--- src/rtl/int_controller.sv ---
// rtl/int_controller.sv - 8-source + NMI interrupt controller with single in-service slot and EOI release.
// Optional INT_SYNC_EN macro inserts 2-flop input synchronisers ahead of edge detection.
module int_controller #(
    parameter logic [7:0] MASK_RST = 8'hFF,
    parameter logic [7:0] EDGE_RST = 8'h00
) (
    input  logic       clk,
    input  logic       a_rst,
    input  logic [7:0] src,
    input  logic       nmi_src,
    input  logic       int_ack,
    output logic       nmi,
    output logic       irq,
    output logic [2:0] int_id,
    input  logic       reg_we,
    input  logic [1:0] reg_addr,
    input  logic [7:0] reg_wdata,
    output logic [7:0] reg_rdata
);

    localparam logic [1:0] ADDR_MASK   = 2'd0;
    localparam logic [1:0] ADDR_EDGE   = 2'd1;
    localparam logic [1:0] ADDR_PEND   = 2'd2;
    localparam logic [1:0] ADDR_STATUS = 2'd3;

    logic [8:0] s;
    logic [8:0] s_q, s_d;
    logic [8:0] rise;

    logic [7:0] mask_q, mask_d;
    logic [7:0] edge_sel_q, edge_sel_d;
    logic [7:0] pend_q, pend_d;
    logic       nmi_pend_q, nmi_pend_d;
    logic       isr_v_q, isr_v_d;
    logic [2:0] isr_id_q, isr_id_d;
    logic       nmi_q, nmi_d;
    logic       irq_q, irq_d;
    logic [7:0] reg_rdata_q, reg_rdata_d;

    logic [7:0] active;
    logic       ack_nmi;
    logic       ack_irq;
    logic       eoi;
    logic       pend_wr;
    logic [7:0] ack_clr;
    logic [7:0] clr;

`ifdef INT_SYNC_EN
    logic [8:0] sync1_q, sync1_d;
    logic [8:0] sync2_q, sync2_d;

    always_comb begin
        sync1_d = {nmi_src, src};
        sync2_d = sync1_q;
    end

    always_ff @(posedge clk or negedge a_rst) begin
        if (!a_rst) begin
            sync1_q <= 9'd0;
            sync2_q <= 9'd0;
        end else begin
            sync1_q <= sync1_d;
            sync2_q <= sync2_d;
        end
    end

    assign s = sync2_q;
`else
    assign s = {nmi_src, src};
`endif

    assign s_d  = s;
    assign rise = s & ~s_q;

    // Lowest-index unmasked pending source wins.
    always_comb begin
        active = pend_q & ~mask_q;
        int_id = 3'd0;
        for (int i = 7; i >= 0; i--) begin
            if (active[i]) begin
                int_id = i[2:0];
            end
        end
    end

    // NMI always takes the ack first; the IRQ path only sees acks NMI left alone.
    always_comb begin
        ack_nmi = int_ack & nmi_pend_q;
        ack_irq = int_ack & ~nmi_pend_q & irq_q;
        eoi     = reg_we && (reg_addr == ADDR_STATUS);
        pend_wr = reg_we && (reg_addr == ADDR_PEND);
        ack_clr = 8'd0;
        if (ack_irq && edge_sel_q[int_id]) begin
            ack_clr = 8'd1 << int_id;
        end
        clr = ack_clr | (pend_wr ? reg_wdata : 8'd0);
    end

    always_comb begin
        mask_d     = mask_q;
        edge_sel_d = edge_sel_q;
        if (reg_we && (reg_addr == ADDR_MASK)) begin
            mask_d = reg_wdata;
        end
        if (reg_we && (reg_addr == ADDR_EDGE)) begin
            edge_sel_d = reg_wdata;
        end
    end

    // Edge pending survives only while the bit was, and stays, edge-triggered; a new edge beats any clear.
    always_comb begin
        pend_d = 8'd0;
        for (int i = 0; i < 8; i++) begin
            if (!edge_sel_d[i]) begin
                pend_d[i] = s[i];
            end else begin
                pend_d[i] = rise[i] | (pend_q[i] & edge_sel_q[i] & ~clr[i]);
            end
        end
    end

    always_comb begin
        nmi_pend_d = rise[8] | (nmi_pend_q & ~ack_nmi);
        isr_v_d    = isr_v_q;
        isr_id_d   = isr_id_q;
        if (ack_irq) begin
            isr_v_d  = 1'b1;
            isr_id_d = int_id;
        end else if (eoi) begin
            isr_v_d  = 1'b0;
        end
    end

    always_comb begin
        nmi_d = nmi_pend_q;
        irq_d = (|active) & ~isr_v_q;
    end

    always_comb begin
        reg_rdata_d = 8'd0;
        case (reg_addr)
            ADDR_MASK:   reg_rdata_d = mask_q;
            ADDR_EDGE:   reg_rdata_d = edge_sel_q;
            ADDR_PEND:   reg_rdata_d = pend_q;
            ADDR_STATUS: reg_rdata_d = {nmi_pend_q, isr_v_q, 3'b000, isr_id_q};
            default:     reg_rdata_d = 8'd0;
        endcase
    end

    always_ff @(posedge clk or negedge a_rst) begin
        if (!a_rst) begin
            s_q         <= 9'd0;
            mask_q      <= MASK_RST;
            edge_sel_q  <= EDGE_RST;
            pend_q      <= 8'd0;
            nmi_pend_q  <= 1'b0;
            isr_v_q     <= 1'b0;
            isr_id_q    <= 3'd0;
            nmi_q       <= 1'b0;
            irq_q       <= 1'b0;
            reg_rdata_q <= 8'd0;
        end else begin
            s_q         <= s_d;
            mask_q      <= mask_d;
            edge_sel_q  <= edge_sel_d;
            pend_q      <= pend_d;
            nmi_pend_q  <= nmi_pend_d;
            isr_v_q     <= isr_v_d;
            isr_id_q    <= isr_id_d;
            nmi_q       <= nmi_d;
            irq_q       <= irq_d;
            reg_rdata_q <= reg_rdata_d;
        end
    end

    assign nmi       = nmi_q;
    assign irq       = irq_q;
    assign reg_rdata = reg_rdata_q;

endmodule

--- config.mk ---
export PLATFORM = sky130hd
export DESIGN_NAME = int_controller
export DESIGN_NICKNAME = d
export VERILOG_FILES = /design/src/rtl/int_controller.sv
export SDC_FILE = /design/constraint.sdc
export NUM_CORES = 1
export LEC_CHECK = 0
export ABC_CLOCK_PERIOD_IN_PS = 2200
export CAP_MARGIN = 30
export CORE_MARGIN = 2
export CORE_UTILIZATION = 53
export CTS_CLUSTER_DIAMETER = 60
export CTS_CLUSTER_SIZE = 24
export DETAILED_ROUTE_END_ITERATION = 7
export MAX_ROUTING_LAYER = met4
export PLACE_DENSITY = 0.87
export RECOVER_POWER = 50
export SLEW_MARGIN = 25
export SYNTH_ARGS = -nofsm -noshare
export SYNTH_HDL_FRONTEND = slang
export SYNTH_SLANG_ARGS = --single-unit
--- constraint.sdc ---
create_clock -name clk -period 2.2 [get_ports clk]
set_input_delay 0.55 -clock clk [delete_from_list [all_inputs] [get_ports clk]]
set_output_delay 0.55 -clock clk [all_outputs]
set_load 0.02 [all_outputs]
Fig. 1: met1 routing
Supply wires on this layer in gray.
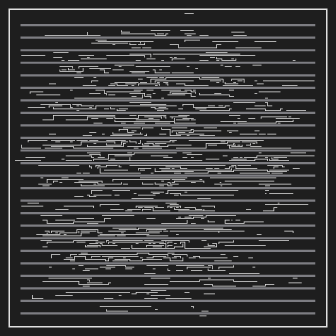
The longest straight run is 20.7 um. The wires run mostly horizontal. 238 nets have wire on it. The layer carries 2130 um of wire. The layer holds 39% of the routed length.

Fig. 2: met2 routing
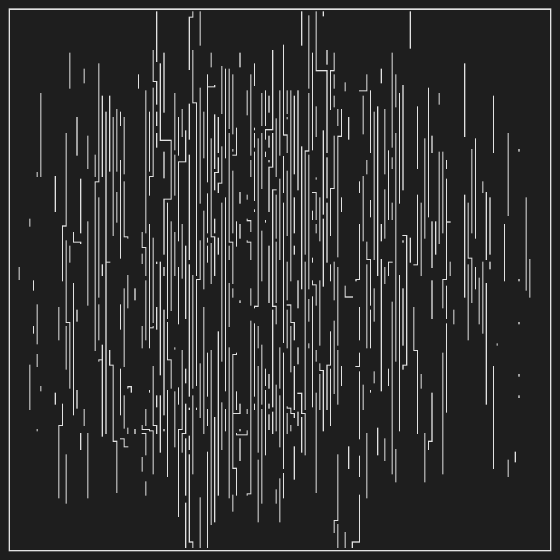
The layer carries 2820 um of wire. The wires run mostly vertical. The longest straight run is 40.8 um.

-- flip-flops by register name, summed over array words and instances, names as in the netlist --
signal	count
edge_sel_q	8
mask_q	8
isr_v_q	1
isr_id_q	3
nmi	1
reg_rdata	8
nmi_d	1
s_q	9
irq	1
pend_q	8
-- power groups by stage --
stage	Clock [W]	Combinational, W	Sequential [W]
final	0.000505	0.000943	0.00119
after global routing	0.000558	0.00101	0.00121
after CTS	0.000515	0.000904	0.00119
after detailed placement	0	0.000909	0.00120
after global placement	0	0.000878	0.00119
after floorplan	0	0.000435	0.00123
-- placed cells by master (no fill, tap or decap), types with 2 or more instances in the layout --
master,netlist,final
nand2b_1,3,2
nor2b_1,2,2
dfrtp_1,40,40
clkbuf_8,0,5
clkbuf_1,1,3
o21ai_0,12,12
mux2_2,17,17
mux4_1,2,2
nand3_1,5,5
a221oi_1,4,4
nand2b_4,2,3
clkdlybuf4s50_1,0,22
a22o_1,4,4
nor2b_4,2,2
buf_4,2,32
dlygate4sd3_1,0,9
a21oi_1,5,5
nand4_1,2,2
mux4_2,3,3
a21o_1,4,4
mux2i_1,3,3
nand2_1,33,33
dfstp_2,8,8
nand3b_1,2,2
inv_1,4,4
-- layout make-up --
type,count,area (um^2),share of cell area [%]
sequential,48,1210,41.5
multi-input combinational,123,967,33.2
timing repair buffer,66,571,19.6
clock buffer,7,76.3,2.62
tap,50,62.6,2.15
inverter,5,23.8,0.815
clock inverter,1,5.00,0.172
-- kinds of logic after synthesis --
group	count (synthesis)	synth area share [%]
AND-OR/OR-AND	36	11.7
buffers and inverters	10	2.66
flip-flops	48	54.8
AND/OR/NAND/NOR	62	15.4
multiplexers	25	15.5
==> results_slide.txt <==
Physical Implementation Snapshot

Synthesis
  • Mapped Nets: 204
  • Count of cell types in the netlist: 41
  • Post-synth area from yosys stat: 2210 um^2
  • Top cells, area: dfrtp_1 45%, dfstp_2 9.5%, mux2_2 8.7%, nand2_1 5.6%, mux4_2 3.1%
  • Seq share, synth: 54.8%
  • Fraction of registers with async set/reset: 100%
  • Top cells by count: 40 x dfrtp_1, 33 x nand2_1, 17 x mux2_2
  • Yosys stat cell total: 181
  • Synthesized area: 2210 um^2
  • Mapped Avg Cell Area: 12.2 um^2
  • Leading area contributor after synthesis: dfrtp_1
  • Post-Synthesis Cells: 181
  • Post-synth top flop: dfrtp_1
  • Ys Warns: 0

Global route
  • Initial antenna violation count: 0
  • Pin count of the biggest net entering global routing: 26
  • First-pass GRT wire length: 8220 um
  • Vias in the first global route: 1746
  • Total gr overflow: 0
  • GRT Util Overall: 25.8%
  • Met1 usage in global routing: 30.6%
  • Busiest grt layer: met2

Status
  • Status: finished, final reports clean

Critical path
  • CP Buf/Inv Count: 1
  • Reg2reg path depth: 6
  • Startpoint types: register
  • Critical path class: reg -> out
  • Worst r2r dst: pend_q[6]
  • Worst EP required: 1650 ps
  • Reg-to-Reg Start: mask_q[0]
  • Critical path's top delay family: flip-flops
  • Levels on crit path: 4
  • Crit path arrival time: 1630 ps
  • CP Max Fanout: 2
  • Setup crit end kind: output port
  • Crit-path slowest cell: dfstp_2

Power
  • Max VDD drop: 0.545 mV
  • LEAKAGE: 1.30 nW
  • Switch share: 32.2%
  • Switch Pwr: 0.000849 W
  • Final Total Pwr: 0.00264 W

STA
  • Fin crit period: 2180 ps
  • Slew @ Worst Pin: 1250 ps
  • Hold WS: 417 ps
  • Setup_tns: 0 ps
  • Final Hold Fails: 0
  • # setup viols final: 0
  • Final Cycle Share: 99.2%

Detailed routing
  • Drt wl/cell: 18.1 um
  • DR WL met2: 2820 um
  • DR vias: 1771
  • Drt first-iter violations: 174
  • Antenna Nets Post-Route: 0
  • Drt total wl: 5420 um
  • First-pass detailed-route iteration total: 4
  • Number of vias per cell: 5.90

Min path
  • Worst Hold Launch: nmi_d
  • WHS Path Cells: 0
  • Tightest Hold Check Type: reg -> reg

Floorplan
  • Cell row count: 23
  • Total die size: 4700 um^2
  • Io pins: 36
  • Initial Utilization: 55.2%
  • Core area: 4000 um^2
  • Die Width: 68.6 um
  • Chip Height: 68.6 um

Placed design
  • DP Area: 2820 um^2
  • Placed cells: 291
  • GPL Wtd Cong: 0.934
  • Pre-CTS setup slack: -156 ps

Clocking
  • CTS tree: done
  • H-tree lvl count: 2
  • Num CTS Buffers: 5
  • CTS sink cnt: 48
  • Clock-pin slew of the registers on the worst-case setup and hold paths: 80 ps
  • Clock tree buffer depth: 2
  • Resize count post-CTS: 15

Finish
  • ANT cells: 0
  • Fin area: 2920 um^2

Job
  • Tool Warnings: 27
  • Max-Cap Viols: 0
No activity file was given, so power comes from the tool's default toggle rates.
